===== src/rtl/alu_pipe_cc.sv =====
// Two-stage pipelined ALU (ADD/SUB/AND/XOR) with valid/ready handshakes and an
// architectural {ZF,SF,OF} condition-code register that drives jXX/cmovXX conditions.
`timescale 1ns/1ps

module alu_pipe_cc #(
  parameter int         WIDTH    = 64,
  parameter logic [2:0] CC_RESET = 3'b100
) (
  input  logic             clk,
  input  logic             reset,
  input  logic             flush,
  input  logic             in_valid,
  output logic             in_ready,
  input  logic [1:0]       opcode,
  input  logic [WIDTH-1:0] a,
  input  logic [WIDTH-1:0] b,
  input  logic             set_cc,
  output logic             out_valid,
  input  logic             out_ready,
  output logic [WIDTH-1:0] res,
  output logic             zero,
  output logic             sign,
  output logic             overflow,
  input  logic [2:0]       cond_fn,
  output logic             cond,
  output logic [2:0]       cc
);

  localparam int MSB = WIDTH - 1;

  typedef enum logic [1:0] {
    OP_ADD = 2'b00,
    OP_SUB = 2'b01,
    OP_AND = 2'b10,
    OP_XOR = 2'b11
  } op_e;

  // Stage 1: captured operands
  logic             s1_valid_q, s1_valid_d;
  op_e              s1_op_q, s1_op_d;
  logic [WIDTH-1:0] s1_a_q, s1_a_d;
  logic [WIDTH-1:0] s1_b_q, s1_b_d;
  logic             s1_set_cc_q, s1_set_cc_d;

  // Stage 2: result and its flags, presented at the output
  logic             s2_valid_q, s2_valid_d;
  logic [WIDTH-1:0] res_q, res_d;
  logic             zero_q, zero_d;
  logic             sign_q, sign_d;
  logic             overflow_q, overflow_d;
  logic             s2_set_cc_q, s2_set_cc_d;

  logic [2:0]       cc_q, cc_d;

  logic             s2_load, in_fire, retire;
  logic [WIDTH-1:0] alu_res;
  logic             alu_of;

  assign s2_load  = !s2_valid_q || out_ready;
  assign in_ready = !flush && (!s1_valid_q || !s2_valid_q || out_ready);
  assign in_fire  = in_valid && in_ready;
  assign retire   = s2_valid_q && out_ready;

  always_comb begin
    // NOTE: every combinational output gets a default first so no path leaves it unassigned (no latch).
    alu_res = '0;
    alu_of  = 1'b0;
    unique case (s1_op_q)
      OP_ADD: begin
        alu_res = s1_a_q + s1_b_q;
        alu_of  = (s1_a_q[MSB] == s1_b_q[MSB]) && (alu_res[MSB] != s1_a_q[MSB]);
      end
      OP_SUB: begin
        alu_res = s1_a_q - s1_b_q;
        alu_of  = (s1_a_q[MSB] != s1_b_q[MSB]) && (alu_res[MSB] != s1_a_q[MSB]);
      end
      OP_AND: alu_res = s1_a_q & s1_b_q;
      OP_XOR: alu_res = s1_a_q ^ s1_b_q;
    endcase
  end

  always_comb begin
    s1_valid_d  = s1_valid_q;
    s1_op_d     = s1_op_q;
    s1_a_d      = s1_a_q;
    s1_b_d      = s1_b_q;
    s1_set_cc_d = s1_set_cc_q;
    s2_valid_d  = s2_valid_q;
    res_d       = res_q;
    zero_d      = zero_q;
    sign_d      = sign_q;
    overflow_d  = overflow_q;
    s2_set_cc_d = s2_set_cc_q;
    cc_d        = cc_q;

    if (flush) begin
      s1_valid_d = 1'b0;
    end else if (in_fire) begin
      s1_valid_d  = 1'b1;
      s1_op_d     = op_e'(opcode);
      s1_a_d      = a;
      s1_b_d      = b;
      s1_set_cc_d = set_cc;
    end else if (s2_load) begin
      s1_valid_d = 1'b0;
    end

    // Result registers keep their last value when the stage empties or is flushed.
    if (flush) begin
      s2_valid_d = 1'b0;
    end else if (s2_load) begin
      s2_valid_d = s1_valid_q;
      if (s1_valid_q) begin
        res_d       = alu_res;
        zero_d      = (alu_res == '0);
        sign_d      = alu_res[MSB];
        overflow_d  = alu_of;
        s2_set_cc_d = s1_set_cc_q;
      end
    end

    // A retiring op was seen by the consumer, so it commits even during a flush.
    if (retire && s2_set_cc_q) begin
      cc_d = {zero_q, sign_q, overflow_q};
    end
  end

  always_ff @(posedge clk or posedge reset) begin
    if (reset) begin
      s1_valid_q  <= 1'b0;
      s1_op_q     <= OP_ADD;
      s1_a_q      <= '0;
      s1_b_q      <= '0;
      s1_set_cc_q <= 1'b0;
      s2_valid_q  <= 1'b0;
      res_q       <= '0;
      zero_q      <= 1'b0;
      sign_q      <= 1'b0;
      overflow_q  <= 1'b0;
      s2_set_cc_q <= 1'b0;
      cc_q        <= CC_RESET;
    end else begin
      // NOTE: non-blocking assignments so every flop samples pre-edge values regardless of order.
      s1_valid_q  <= s1_valid_d;
      s1_op_q     <= s1_op_d;
      s1_a_q      <= s1_a_d;
      s1_b_q      <= s1_b_d;
      s1_set_cc_q <= s1_set_cc_d;
      s2_valid_q  <= s2_valid_d;
      res_q       <= res_d;
      zero_q      <= zero_d;
      sign_q      <= sign_d;
      overflow_q  <= overflow_d;
      s2_set_cc_q <= s2_set_cc_d;
      cc_q        <= cc_d;
    end
  end

  // Condition evaluation reads only the committed CC register, never in-flight ops.
  always_comb begin
    cond = 1'b0;
    unique case (cond_fn)
      3'd0: cond = 1'b1;
      3'd1: cond = (cc_q[1] ^ cc_q[0]) | cc_q[2];
      3'd2: cond = cc_q[1] ^ cc_q[0];
      3'd3: cond = cc_q[2];
      3'd4: cond = !cc_q[2];
      3'd5: cond = !(cc_q[1] ^ cc_q[0]);
      3'd6: cond = !(cc_q[1] ^ cc_q[0]) && !cc_q[2];
      3'd7: cond = 1'b0;
    endcase
  end

  assign out_valid = s2_valid_q;
  assign res       = res_q;
  assign zero      = zero_q;
  assign sign      = sign_q;
  assign overflow  = overflow_q;
  assign cc        = cc_q;

endmodule


===== config.mk =====
export PLATFORM = sky130hd
export DESIGN_NAME = alu_pipe_cc
export DESIGN_NICKNAME = d
export VERILOG_FILES = /design/src/rtl/alu_pipe_cc.sv
export SDC_FILE = /design/constraint.sdc
export NUM_CORES = 1
export LEC_CHECK = 0
export CAP_MARGIN = 10
export CELL_PAD_IN_SITES_DETAIL_PLACEMENT = 0
export CELL_PAD_IN_SITES_GLOBAL_PLACEMENT = 2
export CORE_ASPECT_RATIO = 0.8
export CORE_MARGIN = 1.5
export CORE_UTILIZATION = 37
export DETAILED_ROUTE_END_ITERATION = 10
export GPL_ROUTABILITY_DRIVEN = 0
export GPL_TIMING_DRIVEN = 0
export HOLD_SLACK_MARGIN = 0.1
export PLACE_DENSITY = 0.85
export SLEW_MARGIN = 20
export SYNTH_ARGS = -nofsm -noshare
export SYNTH_HDL_FRONTEND = slang
export SYNTH_SLANG_ARGS = --single-unit

===== constraint.sdc =====
create_clock -name clk -period 14.7 [get_ports clk]
set_clock_uncertainty 0.2 [all_clocks]
set_input_delay 1.47 -clock clk [delete_from_list [all_inputs] [get_ports clk]]
set_output_delay 1.47 -clock clk [all_outputs]
set_load 0.005 [all_outputs]

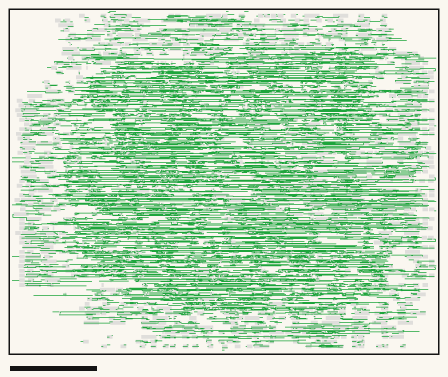
Fig. 1. Met1 routing.
Scale bar: 50 µm.
nets with wire on the layer: 2,411
share of all routed wire: 45%
main direction: horizontal
wire length on this layer: 34.9 mm

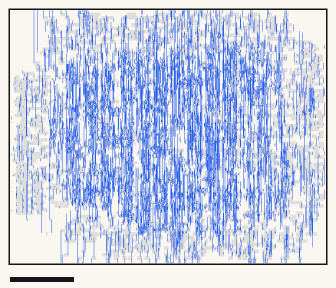
Fig. 2. Met2 routing.
Scale bar: 50 µm.
share of all routed wire: 40%
wire length on this layer: 30.9 mm
nets with wire on the layer: 2,234

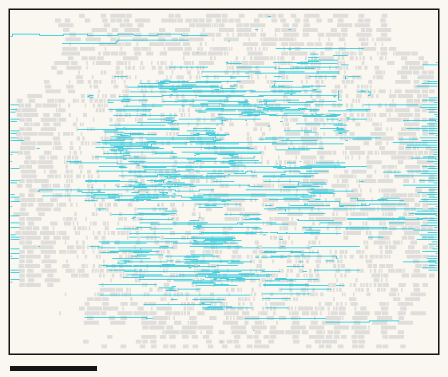
Fig. 3. M3 wires.
Scale bar: 50 µm.
share of all routed wire: 12%
main direction: horizontal
wire length on this layer: 9,520 µm
longest straight run: 86.2 µm
nets with wire on the layer: 445

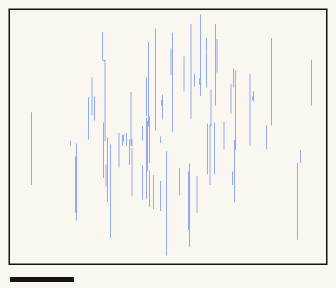
Fig. 4. Met4 routing.
Scale bar: 50 µm.
longest straight run: 80.9 µm
main direction: vertical
share of all routed wire: 3.0%
nets with wire on the layer: 49

==> flow_summary.yaml <==
# flow metrics
critical_path:
  ff2ff_setup_slack_ps: 8400
  critPathCapture: "zero"
  ff2ff_path_depth: 16
  crit_start: "s1_b_q[15]"
  max_stage_delay_ps: 1020
  rr_endpoint: "zero"
  endpoint_kind: "register"
  critPathLaunchType: "register"
  crit_buf_inv: 2
  cp.depth: 16
  cp_top_family: "simple AND/OR/NAND/NOR gates"
  slowest_stage: "a2111oi_0"
  worstPathArrival_ps: 6620
  required_ps: 15020
  critPathKind: "reg -> reg"
  path_cells: "inv_1 > ha_1 > clkbuf_1 > nor4_1 > nand3_1 > a2111oi_0 > nor3_1 > a21oi_1 > a32o_1 > a21oi_1 > o221a_1 > nor2_1 > or4bb_1 > nor4_1 > nand4_1 > nand2_1"
  rr_startpoint: "s1_b_q[15]"
  critPathMaxFanout: 10
grt:
  grt_max_degree: 90
  grt_usage_pct: 31.2
  antenna_found_initial: 0
  grt_pass1_vias: 17700
  grt_pass1_wl_um: 114000
  grt_overflow: 0
routing:
  via_count: 18800
  route.detailed.drc: 0
  routed_wl_um: 77700
  drtAntennaViolNets: 0
  vias_per_cell: 6.22
  wire_per_inst_um: 25.7
  initialDrtViolationCount: 2384
  dr.pass1.iters: 8
pwr:
  ir_drop_uv: 114
  power.total_w: 0.00340
  pg_seq_w: 0.000803
  pwr-share-comb_pct: 55.5
  power_density_mw_per_mm2: 158
  clock_power_w: 0.000709
  pg_comb_w: 0.00189
  swShare_pct: 46.7
  pwr-share-seq_pct: 23.6
  power.leakage_nw: 8.95
  top_power_group: "combinational cells"
  p_clk_share_pct: 20.9
  power.internal_w: 0.00181
  p_switching_w: 0.00159
sta:
  fin_crit_sh_pct: 42.8
  setup_viol: 0
  finalMaxSlewViolations: 0
  rsz0062_at_grt: "false"
  tightest_slew_ps: 1210
  holdWs_ps: 274
  clock.fmax_mhz: 159
  fin_tns_setup_ps: 0
  relSlewSlack_pct: 19.3
  final-hold-violation-count: 0
  min_period_ps: 6300
layout:
  logic_gates: 1653
  drive_gt1_share_pct: 9.95
  final-nonclk-buf-share_pct: 12.6
  diodes: 1
  comb_area_share_pct: 53.1
  area_growth_pct: 22.3
  non_clock_inverter_count: 152
  nonClockBufferCount: 348
  lay_top_cells: "nand2_1, clkdlybuf4s50_1, dfrtp_1, a21oi_1, o21ai_0"
  sh_seq_area_pct: 23.7
  nNetsFinal: 2652
  lay_top_count: "nand2_1"
  final-clk-cell-share_pct: 4.35
  logic_area_mm2: 0.0114
  clkbuf_count: 29
  register_area_mm2: 0.00508
  top_area_cell_class: "combinational gates"
  fillers: 4724
  flop-count: 203
  fin_area_mm2: 0.0215
clock_tree:
  cts_made_buffers: 25
  cts_tree: "yes"
  htreeDepth: 1
  clock_path_buffers: 3
  cts_resized: 0
  cts-hold-fix-buffers: 0
  cts.root.buffer_cell: "clkbuf_16"
  clk_pin_slew_ps: 60
  clkLatencyLatePin_ps: 580
  numClockSinks: 203
  cts_setup_buffers: 0
placed_design:
  place_area_mm2: 0.0205
  port_buffers: 211
  dp_hpwl_um: 60600
floorplan:
  ios: 212
  dieArea_mm2: 0.0488
  row_count: 71
  n_tap_cell: 620
  fp_util_pct: 37.4
  dieHeight_um: 198
  die_w_um: 247
  core_mm2: 0.0469
min_path:
  hp-start: "s1_set_cc_q"
  min_path_type: "reg -> reg"
  hold-path-cell-count: 2
  hold_path_end: "s2_set_cc_q"
flow_run:
  warnings: 90
  maxCapViolCount: 0
synthesis:
  largest_area_cell: "dfrtp_1"
  netlist_instances: 2142
  top_cell_area_share_pct: 28.8
  fp_nets: 2411
  yosys_cells: 2142
  edf_count: 0
  ff_type: "dfrtp_1"
  topCellsByArea: "dfrtp_1, ha_1, mux2_2"
  synth_warnings: 0
  synth_area_per_cell_um2: 8.20
  ys_ff: 203
  syn_area_mm2: 0.0176
  synth_cell_types: 91
  synth_seq_share_pct: 28.9
  synth_chip_area_mm2: 0.0176
  synth-async-reset-ratio_pct: 100
run_status:
  status: "finished clean"
synthesized netlist by cell type, types with 14 or more instances:
| cell | instances |
|---|---|
| nand2_1 | 225 |
| dfrtp_1 | 202 |
| a21oi_1 | 167 |
| o21ai_0 | 149 |
| nor2_1 | 148 |
| inv_1 | 147 |
| mux2_2 | 140 |
| ha_1 | 128 |
| clkbuf_1 | 107 |
| nor3_1 | 63 |
| nand4_1 | 45 |
| o211ai_1 | 37 |
| nand3_1 | 35 |
| a211oi_1 | 32 |
| nor4_1 | 31 |
| mux2i_1 | 30 |
| o31ai_1 | 30 |
| a31oi_1 | 28 |
| xnor2_1 | 26 |
| nor2b_1 | 24 |
| a21o_1 | 22 |
| and3_1 | 18 |
| o21bai_1 | 18 |
| nand2b_1 | 17 |
| a2111oi_0 | 16 |
| o21a_1 | 14 |
worst min-delay path: stages, from the launching register on:
cell	delay [ps]
dfrtp_1	340
nand2_1	50
nand2_1	50
kinds of logic after synthesis:
group           count (synthesis)  synth area share (%)
compound gates                671                  25.5
flops                         203                  28.9
mux                           171                  10.8
fa+ha+maj                     130                  9.35
xor+xnor                       32                  1.60
simple gates                  649                  17.5
buf+inv                       286                  6.28
per-layer routing:
layer  global-route usage [%]  wire length [µm]
met1                     45.8             34900
met2                     44.2             30900
met3                     8.53              9520
met4                     8.69              2360
met5                        0                 0
flip-flops by register name, indices dropped and copies added, names as in the netlist:
register	flops
res	64
overflow	1
s1_set_cc_q	1
zero	1
s1_b_q	64
s1_op_q	2
out_valid	1
cc	3
s2_set_cc_q	1
s1_a_q	64
s1_valid_q	1
through the flow:
step           instances  setup slack [ps]  util, %
2_1_floorplan       2142              7490        -
3_3_place_gp        2973              4840     43.6
3_5_place_dp        2976              8860     43.8
4_1_cts             3021              8840     45.7
5_1_grt             3021              8450     45.8
6_report            3022              8400     45.8
Power and IR drop assume default switching activity.
